### src/rtl/instruction_fetch.sv
// RV32I fetch stage: PC, combinational-read imem address, registered valid/ready output to decode.
// Optional `FETCH_COUNTERS_EN adds fetch_count / stall_count performance outputs.
module instruction_fetch #(
  parameter logic [31:0] RESET_PC = 32'h0000_0000,
  parameter int          WORDS    = 64
) (
  input  logic        clk,
  input  logic        reset,
  output logic [31:0] read_address,
  input  logic [31:0] instruction,
  input  logic        redirect_valid,
  input  logic [31:0] redirect_target,
  output logic        out_valid,
  input  logic        out_ready,
  output logic [31:0] out_instruction,
  output logic [31:0] out_pc,
  output logic        fault,
  output logic [31:0] fault_pc
`ifdef FETCH_COUNTERS_EN
  ,
  output logic [31:0] fetch_count,
  output logic [31:0] stall_count
`endif
);

  typedef enum logic {FETCH, FAULT} state_t;

  localparam logic [31:0] LIMIT = 32'(WORDS * 4);

  state_t      state_q, state_d;
  logic [31:0] pc;
  logic        addr_bad;
  logic        do_redirect;
  logic        do_fault;
  logic        do_capture;

  assign read_address = pc;
  assign fault        = (state_q == FAULT);
  assign addr_bad     = (pc[1:0] != 2'b00) || (pc >= LIMIT);

  // Redirect outranks the address check so a bad PC can still be steered away.
  always_comb begin
    state_d     = state_q;
    do_redirect = 1'b0;
    do_fault    = 1'b0;
    do_capture  = 1'b0;
    case (state_q)
      FETCH: begin
        if (redirect_valid) begin
          do_redirect = 1'b1;
        end else if (addr_bad) begin
          do_fault = 1'b1;
          state_d  = FAULT;
        end else if (!out_valid || out_ready) begin
          do_capture = 1'b1;
        end
      end
      default: ;
    endcase
  end

  // Stage boundary: fetch -> decode output register
  always_ff @(posedge clk) begin
    if (reset) begin
      state_q         <= FETCH;
      pc              <= RESET_PC;
      out_valid       <= 1'b0;
      out_instruction <= 32'h0;
      out_pc          <= 32'h0;
      fault_pc        <= 32'h0;
    end else begin
      state_q <= state_d;
      if (do_redirect) begin
        pc        <= redirect_target;
        out_valid <= 1'b0;
      end
      if (do_fault) begin
        fault_pc  <= pc;
        out_valid <= 1'b0;
      end
      if (do_capture) begin
        out_instruction <= instruction;
        out_pc          <= pc;
        out_valid       <= 1'b1;
        pc              <= pc + 32'd4;
      end else if (!do_redirect && !do_fault && out_valid && out_ready) begin
        out_valid <= 1'b0;
      end
    end
  end

`ifdef FETCH_COUNTERS_EN
  always_ff @(posedge clk) begin
    if (reset) begin
      fetch_count <= 32'h0;
      stall_count <= 32'h0;
    end else begin
      if (out_valid && out_ready)  fetch_count <= fetch_count + 32'd1;
      if (out_valid && !out_ready) stall_count <= stall_count + 32'd1;
    end
  end
`endif

endmodule

### config.mk
export PLATFORM = sky130hd
export DESIGN_NAME = instruction_fetch
export DESIGN_NICKNAME = d
export VERILOG_FILES = /design/src/rtl/instruction_fetch.sv
export SDC_FILE = /design/constraint.sdc
export NUM_CORES = 1
export LEC_CHECK = 0
export CORE_ASPECT_RATIO = 0.8
export CORE_MARGIN = 4
export CORE_UTILIZATION = 42
export DETAILED_ROUTE_END_ITERATION = 8
export PLACE_DENSITY = 0.8
export SKIP_CTS_REPAIR_TIMING = 1
export SLEW_MARGIN = 10
export SYNTH_ARGS = -nofsm -noshare
export SYNTH_HDL_FRONTEND = slang
export SYNTH_SLANG_ARGS = --single-unit
export TNS_END_PERCENT = 1
### constraint.sdc
create_clock -name clk -period 3 [get_ports clk]
set_clock_uncertainty 0.15 [all_clocks]
set_input_delay 0.6 -clock clk [delete_from_list [all_inputs] [get_ports clk]]
set_output_delay 0.6 -clock clk [all_outputs]
set_load 0.02 [all_outputs]
Fig. 1: run 1, clock nets
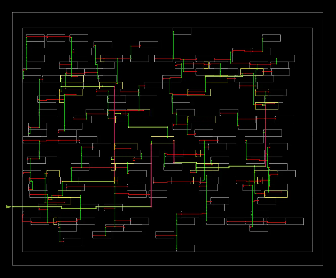
clock buffers: 25
P_clk: 1.87 mW
CTS Sinks: 130
clk_lat worst skew: 0.40 ns
CTS Buf Count: 17

Fig. 2: run 1, met4 routing
Supply wires on this layer in gray.
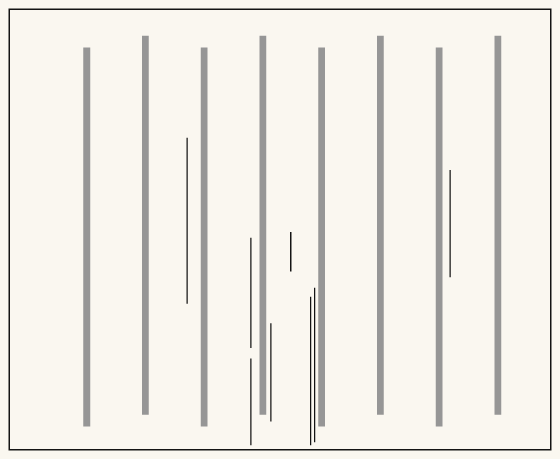
- wire length on this layer: 208 um
- longest straight run: 38.1 um
Detailed Route WL: 12,900 um
vias: 3,923

==> impl_metrics.json, run 1 <==
{
  "outcome": "finished, final reports clean",
  "edf_count": 0,
  "reg2regPathDepth": 7,
  "track_usage_pct": 20.3,
  "syn_area_um2": 4580,
  "postRouteAntennaNets": 0,
  "drv_cap": 0,
  "largest_area_cell": "dfxtp_1",
  "die_x_um": 125,
  "die_h_um": 101,
  "flop_cell": "dfxtp_1",
  "pg_seq_mw": 1.82,
  "peakVddDrop_v": 0.000402,
  "min_period_ns": 2.85,
  "antenna_found_initial": 0,
  "yosys_cells": 462,
  "finalNonFillerCells": 811,
  "cp-start-kind": "register",
  "crit_arrival_ns": 3.01,
  "finalHoldViolCount": 0,
  "fp_util_pct": 43.8,
  "dpl.hpwl_um": 9270,
  "clock_path_buffers": 2,
  "clk_pin_slew_ns": 0.05,
  "power_leader": "the clock network",
  "endpoint": "read_address[4]",
  "pg_comb_uw": 467,
  "grt_pass1_vias": 4050,
  "r2r_slack_ns": 0.15
}
Fig. 3: run 1, signal wires on met2
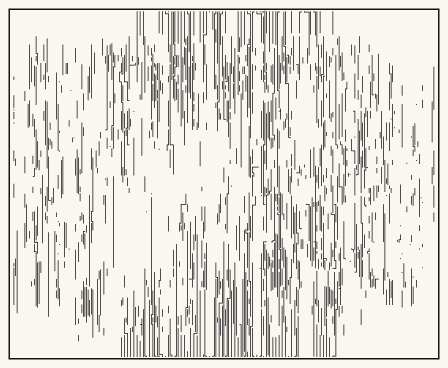
- longest straight run: 36.2 um
- main direction: vertical
- nets with wire on the layer: 622

==> run 1: flip-flops by register name (all words and copies together), names as in the netlist <==
name	flops
out_valid	1
out_instruction	32
read_address	32
out_pc	32
fault_pc	32
fault	1
==> run 1: layout by cell type, fill, tap and decap left out, types with 3 or more instances in the layout <==
cell type	n
clkinv_2	5
buf_4	11
nand2_1	57
clkbuf_1	5
a21oi_1	29
dfxtp_1	130
nand4_1	6
clkdlybuf4s50_1	196
clkbuf_16	17
nor4_1	6
mux2i_1	72
and2_1	26
nor2_1	77
clkbuf_8	3
==> run 1: routing by layer <==
layer / vias up / share of wire (%) / track usage (%)
met3: 19 / 8.8 / 8.80
met5: - / 0 / 0
met1: 1834 / 42 / 24.6
li1: 1934 / - / -
met2: 136 / 47 / 32.8
met4: 0 / 1.6 / 6.99
==> run 1: logic make-up after synthesis <==
kind of cell	Yosys count	share of synthesized area, %
buffers and inverters	33	3.39
AND-OR/OR-AND	39	4.89
multiplexers	74	16.2
flip-flops	130	56.8
adder cells (fa/ha/maj)	2	0.546
AND/OR/NAND/NOR	184	18.1
==> run 1: metrics by stage <==
step	hold WS (ns)	utilization [%]	area (um2)	total power, mW	worst slack (ns)
2_1_floorplan	0.403	-	4580	2.08	0.829
3_3_place_gp	0.291	64.2	6710	2.31	0.261
3_5_place_dp	0.295	64.2	6710	2.33	0.108
4_1_cts	0.311	69.4	7250	4.20	0.224
5_1_grt	0.320	69.4	7250	4.33	0.0285
6_report	0.304	69.4	7250	4.16	0.152
==> run 1: final cells by class <==
| type | count | area (um2) |
|---|---|---|
| fill | 806 | 3200 |
| sequential | 130 | 2600 |
| timing repair buffer | 209 | 2080 |
| multi-input combinational | 299 | 1840 |
| clock buffer | 25 | 485 |
| tap | 140 | 175 |
| clock inverter | 6 | 55.1 |
| inverter | 2 | 7.51 |
Fig. 4: run 1, signal wires on met3
The bar under the picture is 20 um long.
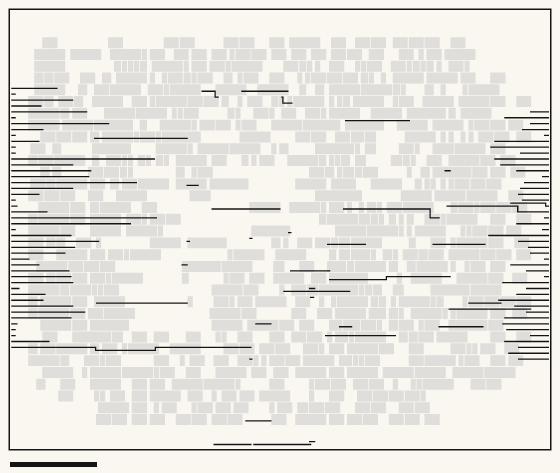

==> run 2, diff against run 1 <==
CAP_MARGIN = 20   (was default)
Fig. 5: run 2, signal wires on met3
The bar under the picture is 20 um long.
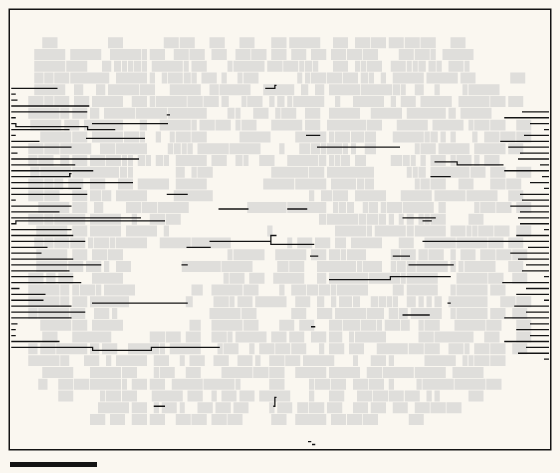
- longest straight run: 34.3 um
- wire length on this layer: 1,080 um
- share of all routed wire: 8.4%
- main direction: horizontal
- nets with wire on the layer: 102
Detailed Route WL: 12,900 um
M3 GR Usage: 8.22%

==> run 2 against run 1 <==
  * Cell count increased by 0.25%
  * Routed wire length about the same
  * Highest routed layer unchanged
  * Die area unchanged
  * Largest power group unchanged
  * Clock power up 4%
  * Register-to-register slack about the same
  * Combinational power barely moved
  * Worst hold slack better by 0.00075 ns
  * Sequential share of layout area fell by 0.14 points
  * Power grew 1.8%
  * Core utilization up 0.26 points
  * Critical path type unchanged
==> impl_metrics.json, run 2 <==
{
  "clock_sinks": 130,
  "reg2regPathDepth": 7,
  "flop_cell": "dfxtp_1",
  "setup_ws_ns": 0.146,
  "dpl.hpwl_um": 9300,
  "placed_cell_area_um2": 6710,
  "postRouteAntennaNets": 0,
  "outcome": "finished, final reports clean",
  "finalPower_mw": 4.24,
  "cp-start-kind": "register",
  "fa_ha_area_share_pct": 0.546,
  "num_vias": 3906,
  "largest_area_cell": "dfxtp_1",
  "topCombFamilyByArea": "simple AND/OR/NAND/NOR gates",
  "clk_pin_slew_ns": 0.06,
  "finalInstanceArea_um2": 7280,
  "ys_sh_simple_pct": 18.1,
  "finalNonFillerCells": 813,
  "fin_util_pct": 69.6,
  "die_h_um": 101,
  "finalHoldViolCount": 0,
  "grt_pass1_vias": 4010,
  "syn_area_um2": 4580,
  "lay_top_cells": "clkdlybuf4s50_1, dfxtp_1, nor2_1",
  "track_usage_pct": 20.2,
  "edf_count": 0,
  "xor_share_pct": 0
}
## run 2: cell counts after synthesis
Identical to the previous run, type by type.
## run 2: final cells by class
class	instances	area [um2]
clock inverters	11	113
inverters	2	7.51
flip-flops and latches	130	2600
multi-input cells	299	1840
clock buffers	21	450
well taps	140	175
fillers	798	3170
repair buffers	210	2090
## run 2: final timing paths
kind	slack, ns	to	from
max	0.15	read_address[4]	read_address[29]
min reg2reg	0.30	out_pc[20]	out_pc[20]
min	0.30	out_pc[20]	out_pc[20]
max reg2reg	0.15	read_address[4]	read_address[29]
## run 2: kinds of logic after synthesis
group / count (synthesis)
and+or+nand+nor: 184
buffers and inverters: 33
DFF: 130
muxes: 74
adders and majority gates: 2
AOI/OAI and AO/OA: 39
## run 2: power groups by stage
stage          clock, mW  sequential [mW]  combinational [mW]
6_report            1.95             1.82               0.465
5_1_grt             2.07             1.83               0.499
2_1_floorplan          0             1.90               0.172
3_3_place_gp           0             1.86               0.458
4_1_cts             1.98             1.82               0.470
3_5_place_dp           0             1.86               0.466
## run 2: layer usage
metal,track usage [%],wire length [um]
met1,24.2,5500
met2,33.0,6110
met3,8.22,1080
met4,7.92,191
met5,0,0
Fig. 6: run 2, met1 routing
The bar under the picture is 20 um long. Supply wires on this layer in gray.
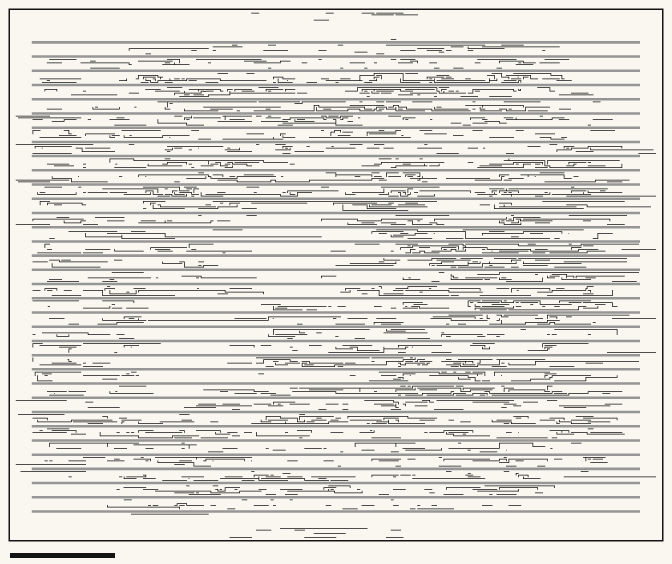

==> run 3, diff against run 2 <==
CORE_UTILIZATION = 45   (was 42)
PLACE_DENSITY = 0.85   (was 0.8)
clock period = 3.33 ns   (was 3 ns; I/O delays follow)
Fig. 7: run 3, met1 routing
The bar under the picture is 20 um long. Supply wires on this layer in gray.
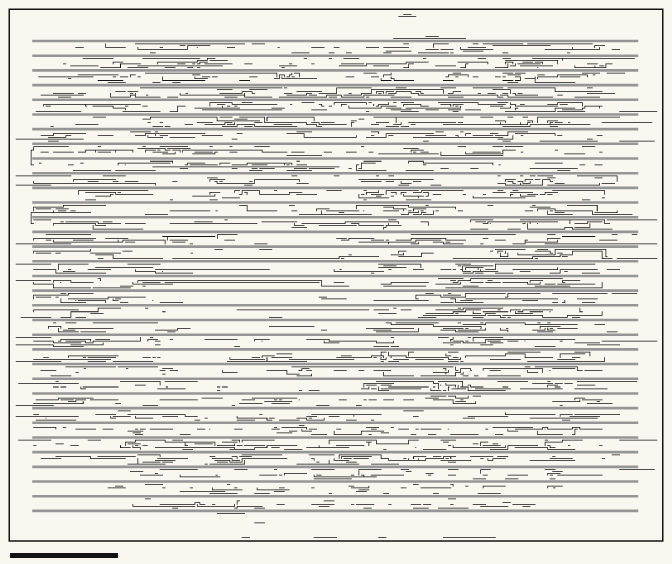
- main direction: horizontal
- share of all routed wire: 41%
- wire length on this layer: 5,400 um
- nets with wire on the layer: 658
- longest straight run: 34.5 um
Detailed Route WL: 13,100 um
met1 usage: 25.9%

==> run 3 against run 2 <==
  * Fmax grew 5.7%
  * Global-route usage up 1.7 points
  * Count of clock-buffer cells in the layout up 1
  * Sequential power is about 10% lower
  * Largest power group unchanged
  * First-iteration DRC count increased by 54%
  * Routed wire length rose by 2.0%
  * Critical endpoint is now out_instruction[16]
  * Critical path depth unchanged
  * Combinational power shrank 11%
==> impl_metrics.json, run 3 <==
{
  "clock_sinks": 130,
  "postRouteAntennaNets": 0,
  "track_usage_pct": 21.9,
  "num-fill-cells": 691,
  "largest_area_cell": "dfxtp_1",
  "dpl.hpwl_um": 9260,
  "fin_util_pct": 74.4,
  "clk_pin_slew_ns": 0.05,
  "wl_met1_um": 5400,
  "max_freq_mhz": 370,
  "syn_area_um2": 4580,
  "die_h_um": 98.2,
  "highest_layer": "met4",
  "reg2regPathDepth": 7,
  "num_vias": 3983,
  "min_to": "out_pc[17]",
  "endpoint_kind": "register",
  "r2r-end": "out_instruction[16]",
  "outcome": "finished, final reports clean",
  "placed_cell_area_um2": 6670,
  "endpoint": "out_instruction[16]",
  "routed-wl-met2_um": 6510,
  "r2r_slack_ns": 0.63,
  "startpoint": "read_address[29]",
  "logic_area_um2": 1840,
  "rr_startpoint": "read_address[29]",
  "lay_top_cells": "clkdlybuf4s50_1, dfxtp_1, nor2_1",
  "finalHoldViolCount": 0,
  "grt_pass1_vias": 4013,
  "edf_count": 0,
  "min_from": "out_pc[17]"
}
[run 3: cell types whose count changed in the layout (fill, tap and decap cells not counted), sizes merged]
cell	before	now
buf	14	12
clkbuf	21	22
clkinvlp	3	1
[run 3: routing by layer]
layer  track usage [%]  vias up
met3              8.16       19
met1              25.9     1882
met2              36.1      153
met5                 0        -
met4              8.80        0
li1                  -     1929
[run 3: layout make-up]
| type | count | area share [%] |
|---|---|---|
| flip-flops and latches | 130 | 35.8 |
| clock buffers | 22 | 6.66 |
| clock inverters | 9 | 1.45 |
| well taps | 136 | 2.34 |
| inverters | 2 | 0.103 |
| repair buffers | 208 | 28.4 |
| multi-input cells | 299 | 25.2 |
[run 3: cells by family after synthesis]
family / after synthesis / synth area share [%]
AND/OR/NAND/NOR: 184 / 18.1
buffers and inverters: 33 / 3.39
multiplexers: 74 / 16.2
AND-OR/OR-AND: 39 / 4.89
adder cells (fa/ha/maj): 2 / 0.546
flip-flops: 130 / 56.8
[run 3: stage by stage]
step           setup WS (ns)  std cells  power, mW
2_1_floorplan           1.16        462       1.87
3_5_place_dp           0.284        774       2.09
5_1_grt                0.402        806       4.00
4_1_cts                0.583        805       3.91
6_report               0.628        806       3.88
3_3_place_gp           0.457        774       2.08
[run 3: power by group through the flow]
stage / logic (mW) / clock network (mW) / registers, mW
after floorplan: 0.155 / 0 / 1.71
after global placement: 0.402 / 0 / 1.67
after detailed placement: 0.412 / 0 / 1.68
after CTS: 0.416 / 1.85 / 1.64
after global routing: 0.442 / 1.91 / 1.65
final: 0.415 / 1.82 / 1.64
Power and IR drop assume default switching activity.
